**src/rtl/wb_regfile_scoreboard_if.sv**
```systemverilog
// Write-back, decode-read and issue signals shared by the MIPS register file
// and the pipeline stages around it.
interface wb_regfile_scoreboard_if;
    logic        RFWEW;
    logic        MtoRFSelW;
    logic [31:0] DMOutW;
    logic [31:0] ALUOutW;
    logic [4:0]  RFAW;
    logic [31:0] ResultW;
    logic [4:0]  RFRA1;
    logic [4:0]  RFRA2;
    logic [31:0] RFRD1;
    logic [31:0] RFRD2;
    logic        IssueEn;
    logic [4:0]  IssueA;
    logic        Busy1;
    logic        Busy2;
    logic        SbOvf;
    logic        SbUnf;

    modport master (
        output RFWEW, MtoRFSelW, DMOutW, ALUOutW, RFAW, RFRA1, RFRA2, IssueEn, IssueA,
        input  ResultW, RFRD1, RFRD2, Busy1, Busy2, SbOvf, SbUnf
    );

    modport slave (
        input  RFWEW, MtoRFSelW, DMOutW, ALUOutW, RFAW, RFRA1, RFRA2, IssueEn, IssueA,
        output ResultW, RFRD1, RFRD2, Busy1, Busy2, SbOvf, SbUnf
    );
endinterface

```
**src/rtl/wb_regfile_scoreboard.sv**
```systemverilog
// 32x32 MIPS register file with write-through read bypass and a per-register
// pending-write scoreboard that tells decode when a source is not yet ready.
module wb_regfile_scoreboard #(
    parameter int CNT_W = 2
) (
    input logic                     CLK,
    input logic                     RSTn,
    wb_regfile_scoreboard_if.slave  bus
);
    localparam logic [CNT_W-1:0] CNT_MAX = {CNT_W{1'b1}};

    logic [31:0]      regs [32];
    logic [CNT_W-1:0] cnt  [32];
    logic [31:0]      result;
    logic [31:1]      inc;
    logic [31:1]      dec;
    logic [31:1]      sat;
    logic [31:1]      empty;
    logic             ovf_hit;
    logic             unf_hit;
    logic             sb_ovf;
    logic             sb_unf;
    logic             dec1;
    logic             dec2;

    assign result      = bus.MtoRFSelW ? bus.DMOutW : bus.ALUOutW;
    assign bus.ResultW = result;

    // NOTE: every always_comb output is given a default first so no path leaves it unassigned and infers a latch.
    always_comb begin
        inc   = '0;
        dec   = '0;
        sat   = '0;
        empty = '0;
        for (int r = 1; r < 32; r++) begin
            inc[r]   = bus.IssueEn && (bus.IssueA == 5'(r));
            dec[r]   = bus.RFWEW && (bus.RFAW == 5'(r));
            sat[r]   = (cnt[r] == CNT_MAX);
            empty[r] = (cnt[r] == '0);
        end
    end

    // A simultaneous issue and write-back cancel out, so neither flag fires.
    assign ovf_hit = |(inc & ~dec & sat);
    assign unf_hit = |(dec & ~inc & empty);

    assign dec1 = bus.RFWEW && (bus.RFAW == bus.RFRA1);
    assign dec2 = bus.RFWEW && (bus.RFAW == bus.RFRA2);

    assign bus.RFRD1 = (bus.RFRA1 == '0) ? '0 : (dec1 ? result : regs[bus.RFRA1]);
    assign bus.RFRD2 = (bus.RFRA2 == '0) ? '0 : (dec2 ? result : regs[bus.RFRA2]);

    // A write-back landing this cycle retires one pending write before Busy is judged.
    assign bus.Busy1 = (bus.RFRA1 != '0) && (cnt[bus.RFRA1] != CNT_W'(dec1));
    assign bus.Busy2 = (bus.RFRA2 != '0) && (cnt[bus.RFRA2] != CNT_W'(dec2));

    assign bus.SbOvf = sb_ovf;
    assign bus.SbUnf = sb_unf;

    always_ff @(posedge CLK or negedge RSTn) begin
        if (!RSTn) begin
            // NOTE: the array is reset explicitly so every register reads 0 after reset; this deliberately maps it to flops, not RAM.
            for (int r = 0; r < 32; r++) begin
                regs[r] <= '0;
                cnt[r]  <= '0;
            end
            sb_ovf <= 1'b0;
            sb_unf <= 1'b0;
        end else begin
            // NOTE: state updates use <= so every register samples pre-edge values regardless of statement order.
            if (bus.RFWEW && (bus.RFAW != '0)) begin
                regs[bus.RFAW] <= result;
            end
            for (int r = 1; r < 32; r++) begin
                if (inc[r] && !dec[r] && !sat[r]) begin
                    cnt[r] <= cnt[r] + CNT_W'(1);
                end else if (dec[r] && !inc[r] && !empty[r]) begin
                    cnt[r] <= cnt[r] - CNT_W'(1);
                end
            end
            if (ovf_hit) begin
                sb_ovf <= 1'b1;
            end
            if (unf_hit) begin
                sb_unf <= 1'b1;
            end
        end
    end
endmodule
```
**src/flat_wrapper.sv**
```systemverilog
// flat-port wrapper written by rule: the top's interface ports become plain ports
module wb_regfile_scoreboard_flat 
#(
    parameter int CNT_W = 2
)
  (CLK, RSTn, bus_RFWEW, bus_MtoRFSelW, bus_DMOutW, bus_ALUOutW, bus_RFAW, bus_RFRA1, bus_RFRA2, bus_IssueEn, bus_IssueA, bus_ResultW, bus_RFRD1, bus_RFRD2, bus_Busy1, bus_Busy2, bus_SbOvf, bus_SbUnf);
  wb_regfile_scoreboard_if bus_i ();
  input logic CLK;
  input logic RSTn;
  input wire logic [$bits(bus_i.RFWEW)-1:0] bus_RFWEW;
  input wire logic [$bits(bus_i.MtoRFSelW)-1:0] bus_MtoRFSelW;
  input wire logic [$bits(bus_i.DMOutW)-1:0] bus_DMOutW;
  input wire logic [$bits(bus_i.ALUOutW)-1:0] bus_ALUOutW;
  input wire logic [$bits(bus_i.RFAW)-1:0] bus_RFAW;
  input wire logic [$bits(bus_i.RFRA1)-1:0] bus_RFRA1;
  input wire logic [$bits(bus_i.RFRA2)-1:0] bus_RFRA2;
  input wire logic [$bits(bus_i.IssueEn)-1:0] bus_IssueEn;
  input wire logic [$bits(bus_i.IssueA)-1:0] bus_IssueA;
  output wire logic [$bits(bus_i.ResultW)-1:0] bus_ResultW;
  output wire logic [$bits(bus_i.RFRD1)-1:0] bus_RFRD1;
  output wire logic [$bits(bus_i.RFRD2)-1:0] bus_RFRD2;
  output wire logic [$bits(bus_i.Busy1)-1:0] bus_Busy1;
  output wire logic [$bits(bus_i.Busy2)-1:0] bus_Busy2;
  output wire logic [$bits(bus_i.SbOvf)-1:0] bus_SbOvf;
  output wire logic [$bits(bus_i.SbUnf)-1:0] bus_SbUnf;
  assign bus_i.RFWEW = bus_RFWEW;
  assign bus_i.MtoRFSelW = bus_MtoRFSelW;
  assign bus_i.DMOutW = bus_DMOutW;
  assign bus_i.ALUOutW = bus_ALUOutW;
  assign bus_i.RFAW = bus_RFAW;
  assign bus_i.RFRA1 = bus_RFRA1;
  assign bus_i.RFRA2 = bus_RFRA2;
  assign bus_i.IssueEn = bus_IssueEn;
  assign bus_i.IssueA = bus_IssueA;
  assign bus_ResultW = bus_i.ResultW;
  assign bus_RFRD1 = bus_i.RFRD1;
  assign bus_RFRD2 = bus_i.RFRD2;
  assign bus_Busy1 = bus_i.Busy1;
  assign bus_Busy2 = bus_i.Busy2;
  assign bus_SbOvf = bus_i.SbOvf;
  assign bus_SbUnf = bus_i.SbUnf;
  wb_regfile_scoreboard #(.CNT_W(CNT_W)) u_core (.CLK(CLK), .RSTn(RSTn), .bus(bus_i));
endmodule
```
**config.mk**
```make
export PLATFORM = sky130hd
export DESIGN_NAME = wb_regfile_scoreboard_flat
export DESIGN_NICKNAME = d
export VERILOG_FILES = /design/src/rtl/wb_regfile_scoreboard_if.sv /design/src/rtl/wb_regfile_scoreboard.sv /design/src/flat_wrapper.sv
export SDC_FILE = /design/constraint.sdc
export NUM_CORES = 2
export LEC_CHECK = 0
export ABC_AREA = 1
export CORE_ASPECT_RATIO = 1.5
export CORE_MARGIN = 2
export CORE_UTILIZATION = 43
export DETAILED_ROUTE_END_ITERATION = 8
export PLACE_DENSITY = 0.65
export SYNTH_ARGS = -nofsm -noshare
export SYNTH_HDL_FRONTEND = slang
export SYNTH_SLANG_ARGS = --single-unit
```
**constraint.sdc**
```tcl
create_clock -name CLK -period 3.6 [get_ports CLK]
set_input_delay 0.54 -clock CLK [delete_from_list [all_inputs] [get_ports CLK]]
set_output_delay 0.54 -clock CLK [all_outputs]
set_load 0.03 [all_outputs]
```
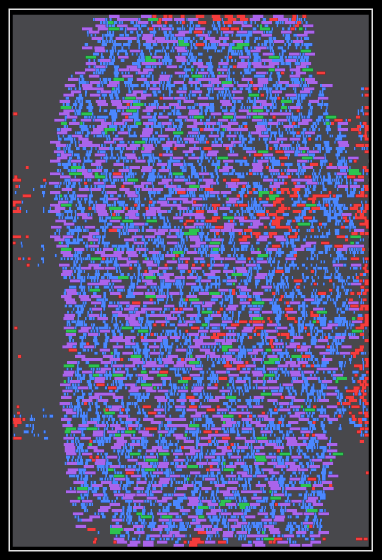
Fig. 1. Cells coloured by class.
Fill, decap, tap and diode cells in grey.
Key: red = remaining buffers and delay cells [cells 468]; green = clock drivers and dummy loads [cells 191]; blue = remaining logic cells [cells 6747]; purple = registers [cells 1088]

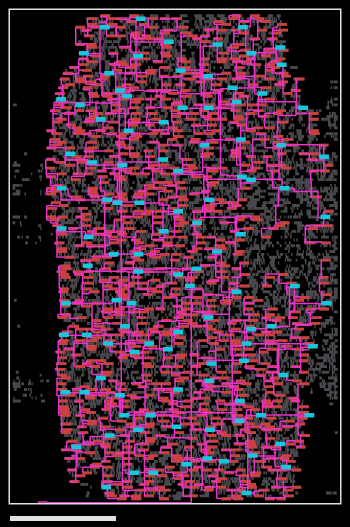
Fig. 2. Clock distribution.
Bar = 100 um.
Key: magenta = clock wires [length 14800 um]; red = flip-flops [count 1088]; cyan = clock-net drivers [count 107]
There are 108 routed clock nets.

==> qor.csv <==
stage,metric,value,unit
run_status,status,finished clean,
synth,synth.area.top_cells,"dfrtp_1 (44%), nand2_1 (10%), o21ai_0 (9.7%), a21oi_1 (8.6%), nor2_1 (6.3%)",
final_timing,slew_violations,0,
pwr,cellPowerDensity,548,nW/um2
synth,yosys_cells,8605,
floorplan,die_w,312,um
floorplan,die_h,467,um
route,drtPass1Iterations,9,
setup_path,worstSetupEndpoint,bus_RFRD1[6],
route,routedWlPerCell,26.0,um
setup_path,crit_path_start,bus_RFAW[3],
global_routing,grt_usage,36.2,%
setup_path,cp-start-kind,primary input,
final_timing,hold_viol,0,
synth,yosysSeqAreaShare,44.4,%
floorplan,core_util_floorplan,43.4,%
synth,top_cell_area_share,44.4,%
synth,ys_ff,1088,
final_timing,tns,0,ps
route,dr.first_iter.drc_count,9072,
cells_and_area,drive_gt1_share,7.39,%
final_timing,tightest_slew,1060,ps
placed_design,place_congestion,0.950,
final_timing,timing.hold.ws,390,ps
setup_path,cp_slowest_cell,clkdlybuf4s50_1,
final_timing,rsz0062_at_grt,false,
setup_path,cp.required,3060,ps
synth,postSynthAreaPerCell,7.13,um2
cts,cts_setup_buffers,0,
synth,ys_area,61300,um2
route,ant_nets,0,
pwr,vdd_drop_max,0.402,mV
synth,yosysTopAreaCell,dfrtp_1,
setup_path,crit_chain,"clkdlybuf4s50_1, inv_1, o22ai_1, nor3_1, nand3_4, buf_12, nand3_1, nand2_1, inv_1, buf_12",
route,viasPerCell,6.21,
job,max_cap_viol_count,0,
route,drt-total-wl,270,mm
synth,synth_area,61300,um2
cells_and_area,area_growth,13.6,%
setup_path,end_kind,primary output,
final_timing,fin_crit_sh,96.7,%
global_routing,grt_pass1_vias,61100,
setup_path,cp_top_family,buffers and inverters,
cells_and_area,mostFrequentLayoutCells,"nand2_1 (1639), o21ai_0 (1186), dfrtp_1 (1088)",
synth,ys_warn_count,2,
cts,cts_tree,yes,
cts,cts_buffers,107,
global_routing,overflow,0,
global_routing,grt_pass1_wl,397,mm
synth,async_flop_share,100,%
setup_path,cp.arrival,2940,ps
route,drcViolationCount,0,
synth,synth.distinct_cells,32,
final_timing,period_needed,3480,ps
final_timing,maxSlewHeadroom,29.3,%
floorplan,placementRows,169,
synth,fp_nets,8694,
setup_path,r2r_start,u_core.cnt[16],
setup_path,cp.buffers_inverters,5,
placed_design,place_hpwl,159,mm
global_routing,antenna_found_initial,8,
final_timing,fmax,0.287,GHz
global_routing,grt_max_degree,111,
synth,syn_inst,8605,
job,tool_warnings,36,
final_timing,setup_viol_count_final,0,
floorplan,pin_count,189,
placed_design,numPortBuffers,188,
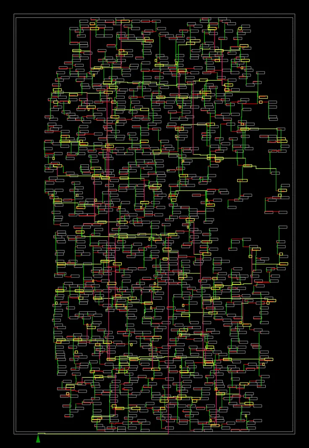
Fig. 3. The clock network.
CTS Sinks: 1088
clk_lat worst skew: 760 ps
clock buf count: 152
P_clk: 11.9 mW

registers in the layout (all words and copies together), names as in the netlist:
name and cells:
u_core.regs 1024, u_core.cnt 62, u_core.bus.SbOvf 1, u_core.bus.SbUnf 1
cell type report:
class | count | area (um2)
Timing Repair Buffer | 468 | 5400
Antenna cell | 3 | 7.51
Tap cell | 1881 | 2350
Sequential cell | 1088 | 27200
Clock buffer | 152 | 3140
Multi-Input combinational cell | 6138 | 28800
Inverter | 609 | 2320
Clock inverter | 39 | 457
Fill cell | 13700 | 71800
timing repair:
item | CTS | global route
endpoints found under the hold margin | 40 | 0
resized | 0 | 0
hold buffers | 1 | 0
worst min path at each step:
stage	from	endpoint	slack (ps)	cells after the start
after floorplan	RSTn	u_core.bus.SbOvf	240	0
after global placement	u_core.regs[1022]	u_core.regs[1022]	380	0
after detailed placement	u_core.regs[996]	u_core.regs[996]	380	0
after CTS	u_core.regs[996]	u_core.regs[996]	390	0
after global routing	u_core.regs[1015]	u_core.regs[1015]	400	0
final	u_core.regs[996]	u_core.regs[996]	390	0
stage by stage:
| stage | instance area, um2 | total power, mW | instances | setup WS (ps) | utilization (%) |
|---|---|---|---|---|---|
| final | 69700 | 38.2 | 10400 | 117 | 49.2 |
| after global routing | 69700 | 40.0 | 10400 | 77.9 | 49.2 |
| after CTS | 69700 | 37.9 | 10400 | 173 | 49.2 |
| after detailed placement | 66000 | 26.1 | 10200 | 170 | 46.7 |
| after global placement | 66000 | 25.8 | 10200 | 219 | 46.7 |
| after floorplan | 61300 | 22.6 | 8605 | 1020 | - |
power by group:
group          internal, mW  total [mW]  switching (mW)
clock                  6.69        11.9            5.21
sequential             15.0        17.0            2.03
combinational          3.35        9.22            5.88
total                  25.0        38.2            13.1
cell families (layout without fill, tap and decap cells):
kind of cell	Yosys count	in the layout	share of synthesized area, %
flops	1088	1088	44.4
compound gates	2722	2722	23.6
xor+xnor	35	35	0.500
simple gates	3381	3381	22.3
other cells	0	3	0
buf+inv	1379	1268	9.17
layer usage:
metal | up-vias | share of wire (%) | track usage (%)
li1 | 28200 | - | -
met4 | 8 | 7.2 | 22.7
met1 | 30500 | 37 | 46.4
met5 | - | 0.021 | 0.0988
met3 | 1090 | 13 | 9.07
met2 | 4592 | 43 | 54.6
Yosys cell counts, types with 38 or more instances:
library cell / count
buf_2: 293
nand3_1: 640
o21ai_1: 38
nor2_1: 1032
o211ai_1: 229
inv_1: 575
dfrtp_1: 1088
buf_1: 70
clkbuf_1: 387
a21oi_1: 1056
nand2_1: 1642
o21ai_0: 1186
o22ai_1: 195
Power figures rest on the tool's default switching activity, not on a simulated workload.
